Routed metal, one color a layer:
Two of the layers only.
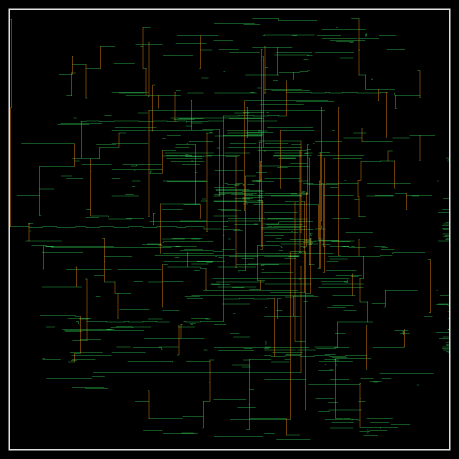
Track usage over the die:
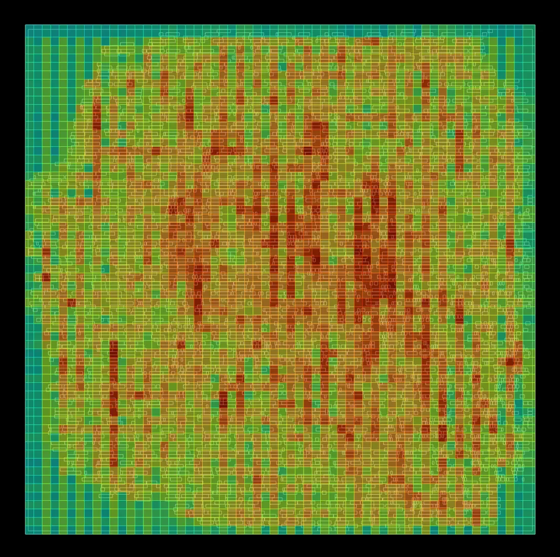
$ cat src/rtl/fs_pkg.sv
// Shared constants, types and helpers for the Floyd-Steinberg dither stage.
// Errors are carried as signed values scaled by 16 so the 7/3/5/1 weights stay integral.
package fs_pkg;

  localparam int IMAGEX    = 64;
  localparam int IMAGEY    = 64;
  localparam int RGB_SIZE  = 8;
  localparam int ERR_W     = 12;
  localparam int THRESHOLD = 128;

  localparam logic [RGB_SIZE-1:0] PIX_WHITE = 8'd255;
  localparam logic [RGB_SIZE-1:0] PIX_BLACK = 8'd0;

  typedef logic signed [ERR_W-1:0] err_t;
  typedef logic [RGB_SIZE-1:0]     pix_t;

  typedef enum logic [0:0] {
    IDLE   = 1'b0,
    ACTIVE = 1'b1
  } fs_state_t;

  // Saturate a corrected pixel value back into the 0..255 gray range.
  function automatic pix_t clamp_pix(input logic signed [9:0] v);
    pix_t r;
    if (v < 10'sd0) begin
      r = PIX_BLACK;
    end else if (v > 10'sd255) begin
      r = PIX_WHITE;
    end else begin
      r = v[7:0];
    end
    return r;
  endfunction

endpackage

$ cat src/rtl/fs_row_buffer.sv
// Ping-pong store of diffused error for one row: asynchronous read from one bank,
// two write ports into the other bank (port b only closes out the last column).
module fs_row_buffer
  import fs_pkg::*;
#(
  parameter int DEPTH = fs_pkg::IMAGEX
) (
  input  logic                     clk,
  input  logic                     rd_sel,
  input  logic [$clog2(DEPTH)-1:0] rd_addr,
  output err_t                     rd_data,
  input  logic                     wr_sel,
  input  logic                     wa_en,
  input  logic [$clog2(DEPTH)-1:0] wa_addr,
  input  err_t                     wa_data,
  input  logic                     wb_en,
  input  logic [$clog2(DEPTH)-1:0] wb_addr,
  input  err_t                     wb_data
);

  err_t mem_r [2][DEPTH];

  assign rd_data = mem_r[rd_sel][rd_addr];

  // Error storage write ports; contents need no reset since row 0 never reads them.
  always_ff @(posedge clk) begin
    if (wa_en) begin
      mem_r[wr_sel][wa_addr] <= wa_data;
    end
    if (wb_en) begin
      mem_r[wr_sel][wb_addr] <= wb_data;
    end
  end

endmodule

$ cat src/rtl/fs_dither_engine.sv
// Streaming Floyd-Steinberg binariser: one gray pixel in, one 0/255 pixel out,
// with a single output register stage and one row of diffused error in flight.
module fs_dither_engine
  import fs_pkg::*;
#(
  parameter int IMAGEX    = fs_pkg::IMAGEX,
  parameter int IMAGEY    = fs_pkg::IMAGEY,
  parameter int THRESHOLD = fs_pkg::THRESHOLD
) (
  input  logic                      clk,
  input  logic                      rst,
  input  logic                      frame_clear,
  input  logic                      in_valid,
  input  pix_t                      in_data,
  output logic                      in_ready,
  output logic                      out_valid,
  output pix_t                      out_data,
  output logic [$clog2(IMAGEX)-1:0] out_x,
  output logic [$clog2(IMAGEY)-1:0] out_y,
  input  logic                      out_ready,
  output logic                      frame_done,
  output logic                      busy
);

  localparam int XW = $clog2(IMAGEX);
  localparam int YW = $clog2(IMAGEY);

  fs_state_t         state_r, state_s;
  logic [XW-1:0]     x_r;
  logic [YW-1:0]     y_r;
  err_t              carry_r, accb_r, accbr_r;
  logic              out_valid_r, out_last_r;
  pix_t              out_data_r;
  logic [XW-1:0]     out_x_r;
  logic [YW-1:0]     out_y_r;

  logic              accept_s, last_x_s, last_y_s;
  err_t              rd_data_s, rowerr_s, sum_s, e_s, e7_s, e5_s, e3_s;
  logic signed [9:0] sh_s, v_s;
  pix_t              vclamp_s, q_s;
  logic              wa_en_s, wb_en_s;

  assign in_ready   = (!out_valid_r || out_ready) && !frame_clear;
  assign accept_s   = in_valid && in_ready;
  assign last_x_s   = (x_r == XW'(IMAGEX - 1));
  assign last_y_s   = (y_r == YW'(IMAGEY - 1));

  assign out_valid  = out_valid_r;
  assign out_data   = out_data_r;
  assign out_x      = out_x_r;
  assign out_y      = out_y_r;
  assign busy       = (state_r == ACTIVE);
  assign frame_done = out_valid_r && out_ready && out_last_r && !frame_clear;

  // Error correction, clamp, threshold and weighted error terms for the current pixel.
  always_comb begin
    rowerr_s = (y_r == '0) ? '0 : rd_data_s;
    sum_s    = carry_r + rowerr_s;
    sh_s     = 10'(sum_s >>> 4'd4);
    v_s      = $signed({2'b00, in_data}) + sh_s;
    vclamp_s = clamp_pix(v_s);
    q_s      = ({1'b0, vclamp_s} >= 9'(THRESHOLD)) ? PIX_WHITE : PIX_BLACK;
    e_s      = $signed({{(ERR_W-RGB_SIZE){1'b0}}, vclamp_s})
             - $signed({{(ERR_W-RGB_SIZE){1'b0}}, q_s});
    e7_s     = (e_s <<< 2'd3) - e_s;
    e5_s     = (e_s <<< 2'd2) + e_s;
    e3_s     = (e_s <<< 2'd1) + e_s;
  end

  // The final row has nobody below it, so its downward error is discarded.
  assign wa_en_s = accept_s && (x_r != '0) && !last_y_s;
  assign wb_en_s = accept_s && last_x_s && !last_y_s;

  fs_row_buffer #(
    .DEPTH (IMAGEX)
  ) u_row_buffer (
    .clk     (clk),
    .rd_sel  (y_r[0]),
    .rd_addr (x_r),
    .rd_data (rd_data_s),
    .wr_sel  (~y_r[0]),
    .wa_en   (wa_en_s),
    .wa_addr (x_r - XW'(1'b1)),
    .wa_data (accb_r + e3_s),
    .wb_en   (wb_en_s),
    .wb_addr (x_r),
    .wb_data (accbr_r + e5_s)
  );

  // Next-state logic: a frame starts with its first pixel and ends with its last.
  always_comb begin
    state_s = state_r;
    if (frame_clear) begin
      state_s = IDLE;
    end else begin
      case (state_r)
        IDLE: begin
          if (accept_s) begin
            state_s = ACTIVE;
          end else begin
            state_s = IDLE;
          end
        end
        ACTIVE: begin
          if (accept_s && last_x_s && last_y_s) begin
            state_s = IDLE;
          end else begin
            state_s = ACTIVE;
          end
        end
        default: state_s = IDLE;
      endcase
    end
  end

  // State register.
  always_ff @(posedge clk or posedge rst) begin
    if (rst) begin
      state_r <= IDLE;
    end else begin
      state_r <= state_s;
    end
  end

  // Raster counters, error carries/accumulators and the output register stage.
  always_ff @(posedge clk or posedge rst) begin
    if (rst) begin
      x_r         <= '0;
      y_r         <= '0;
      carry_r     <= '0;
      accb_r      <= '0;
      accbr_r     <= '0;
      out_valid_r <= 1'b0;
      out_last_r  <= 1'b0;
      out_data_r  <= '0;
      out_x_r     <= '0;
      out_y_r     <= '0;
    end else if (frame_clear) begin
      x_r         <= '0;
      y_r         <= '0;
      carry_r     <= '0;
      accb_r      <= '0;
      accbr_r     <= '0;
      out_valid_r <= 1'b0;
      out_last_r  <= 1'b0;
    end else if (accept_s) begin
      out_valid_r <= 1'b1;
      out_data_r  <= q_s;
      out_x_r     <= x_r;
      out_y_r     <= y_r;
      out_last_r  <= last_x_s && last_y_s;
      if (last_x_s) begin
        x_r     <= '0;
        y_r     <= last_y_s ? '0 : (y_r + YW'(1'b1));
        carry_r <= '0;
        accb_r  <= '0;
        accbr_r <= '0;
      end else begin
        x_r     <= x_r + XW'(1'b1);
        carry_r <= e7_s;
        accb_r  <= accbr_r + e5_s;
        accbr_r <= e_s;
      end
    end else if (out_ready) begin
      out_valid_r <= 1'b0;
    end else begin
      out_valid_r <= out_valid_r;
    end
  end

endmodule

$ cat config.mk
export PLATFORM = sky130hd
export DESIGN_NAME = fs_dither_engine
export DESIGN_NICKNAME = d
export VERILOG_FILES = /design/src/rtl/fs_pkg.sv /design/src/rtl/fs_row_buffer.sv /design/src/rtl/fs_dither_engine.sv
export SDC_FILE = /design/constraint.sdc
export NUM_CORES = 2
export LEC_CHECK = 0
export CORE_MARGIN = 2
export CORE_UTILIZATION = 41
export CTS_CLUSTER_DIAMETER = 60
export DETAILED_ROUTE_END_ITERATION = 8
export PLACE_DENSITY_LB_ADDON = 0.05
export SLEW_MARGIN = 20
export SYNTH_ARGS = -nofsm -noshare
export SYNTH_HDL_FRONTEND = slang
export SYNTH_SLANG_ARGS = --single-unit
$ cat constraint.sdc
create_clock -name clk -period 14.9 [get_ports clk]
set_input_delay 2.98 -clock clk [delete_from_list [all_inputs] [get_ports clk]]
set_output_delay 2.98 -clock clk [all_outputs]
set_load 0.01 [all_outputs]
==> run_results.csv <==
group,metric,value,unit
outcome,outcome,"complete, no violations",
hold_path,hold_class,"register to register",
critical_path,timing.rr.end,"u_row_buffer.mem_r[0][33]$_DFFE_PP_",
layout,seq_cells,1596,
sta,rsz0062_at_grt,"false",
clock_tree,cts_resized,0,
clock_tree,cts_buffer_depth,3,
logic_synthesis,yosysWarnings,0,
logic_synthesis,synthTopCellsByCount,"edfxtp_1 (1536), mux4_2 (446), xnor2_1 (392)",
placed_design,hpwlAfterDp,132000,microns
critical_path,crit_start,"y_r[0]$_DFFE_PP0P_",
layout,diodes,2,
clock_tree,cts_buffers,182,
clock_tree,hold_buffers,0,
logic_synthesis,yosysUniqueCellTypes,70,
critical_path,critPathLaunchType,"register",
die,coreArea,0.169,sq mm
layout,seq_area_share,60.4,%
layout,inv_count,126,
die,io_pins,37,
logic_synthesis,synth-xor-area-share,5.17,%
sta,tightest_slew,1170,ps
sta,finalClockPeriodUsage,88.8,%
layout,buf_share,2.21,%
critical_path,timing.critical_path.buf_inv,3,
die,taps,2218,
routing,remaining_drc_errors,0,
critical_path,crit_cells,44,
critical_path,crit_fanout,60,
global_routing,grt_pass1_vias,37600,
logic_synthesis,yosys.area_share.aoi,2.57,%
routing,antenna_left,0,
critical_path,worst_r2r_path_depth,44,
sta,max_slew_margin,21.4,%
layout,fillers,14400,
sta,fmax,75.6,MHz
routing,wl,208000,microns
logic_synthesis,synth_area,0.0700,sq mm
-- 'routed metal, one color a layer' (at the start) --
Key: green = metal 3 [wire length 12200 microns]; orange = metal 4 [wire length 5260 microns]

-- 'track usage over the die' (at the start) --
Wirelength per Cell: 32.3 microns
M1 GR Usage: 34.6%
fin util: 46.5%
grt met3 use: 3.80%
GR Util met2: 38.5%

==> layout by cell type (no fill, tap or decap), types with 77 or more instances in the layout <==
cell type  count
buf_4        155
inv_1        122
nor2_1       287
mux4_2       446
xnor2_1      391
nand2_1      212
clkbuf_16    182
edfxtp_1    1536
nor2_2        78
o21ai_0       77
==> metrics by stage <==
step / std cells / area [sq um] / worst slack (ps) / util (%)
2_1_floorplan: 4129 / 70000 / 3600 / -
3_3_place_gp: 6121 / 73200 / 1980 / 43.2
3_5_place_dp: 6121 / 73200 / 1760 / 43.2
4_1_cts: 6449 / 78800 / 1650 / 46.5
5_1_grt: 6449 / 78900 / 693 / 46.5
6_report: 6451 / 78900 / 1670 / 46.5
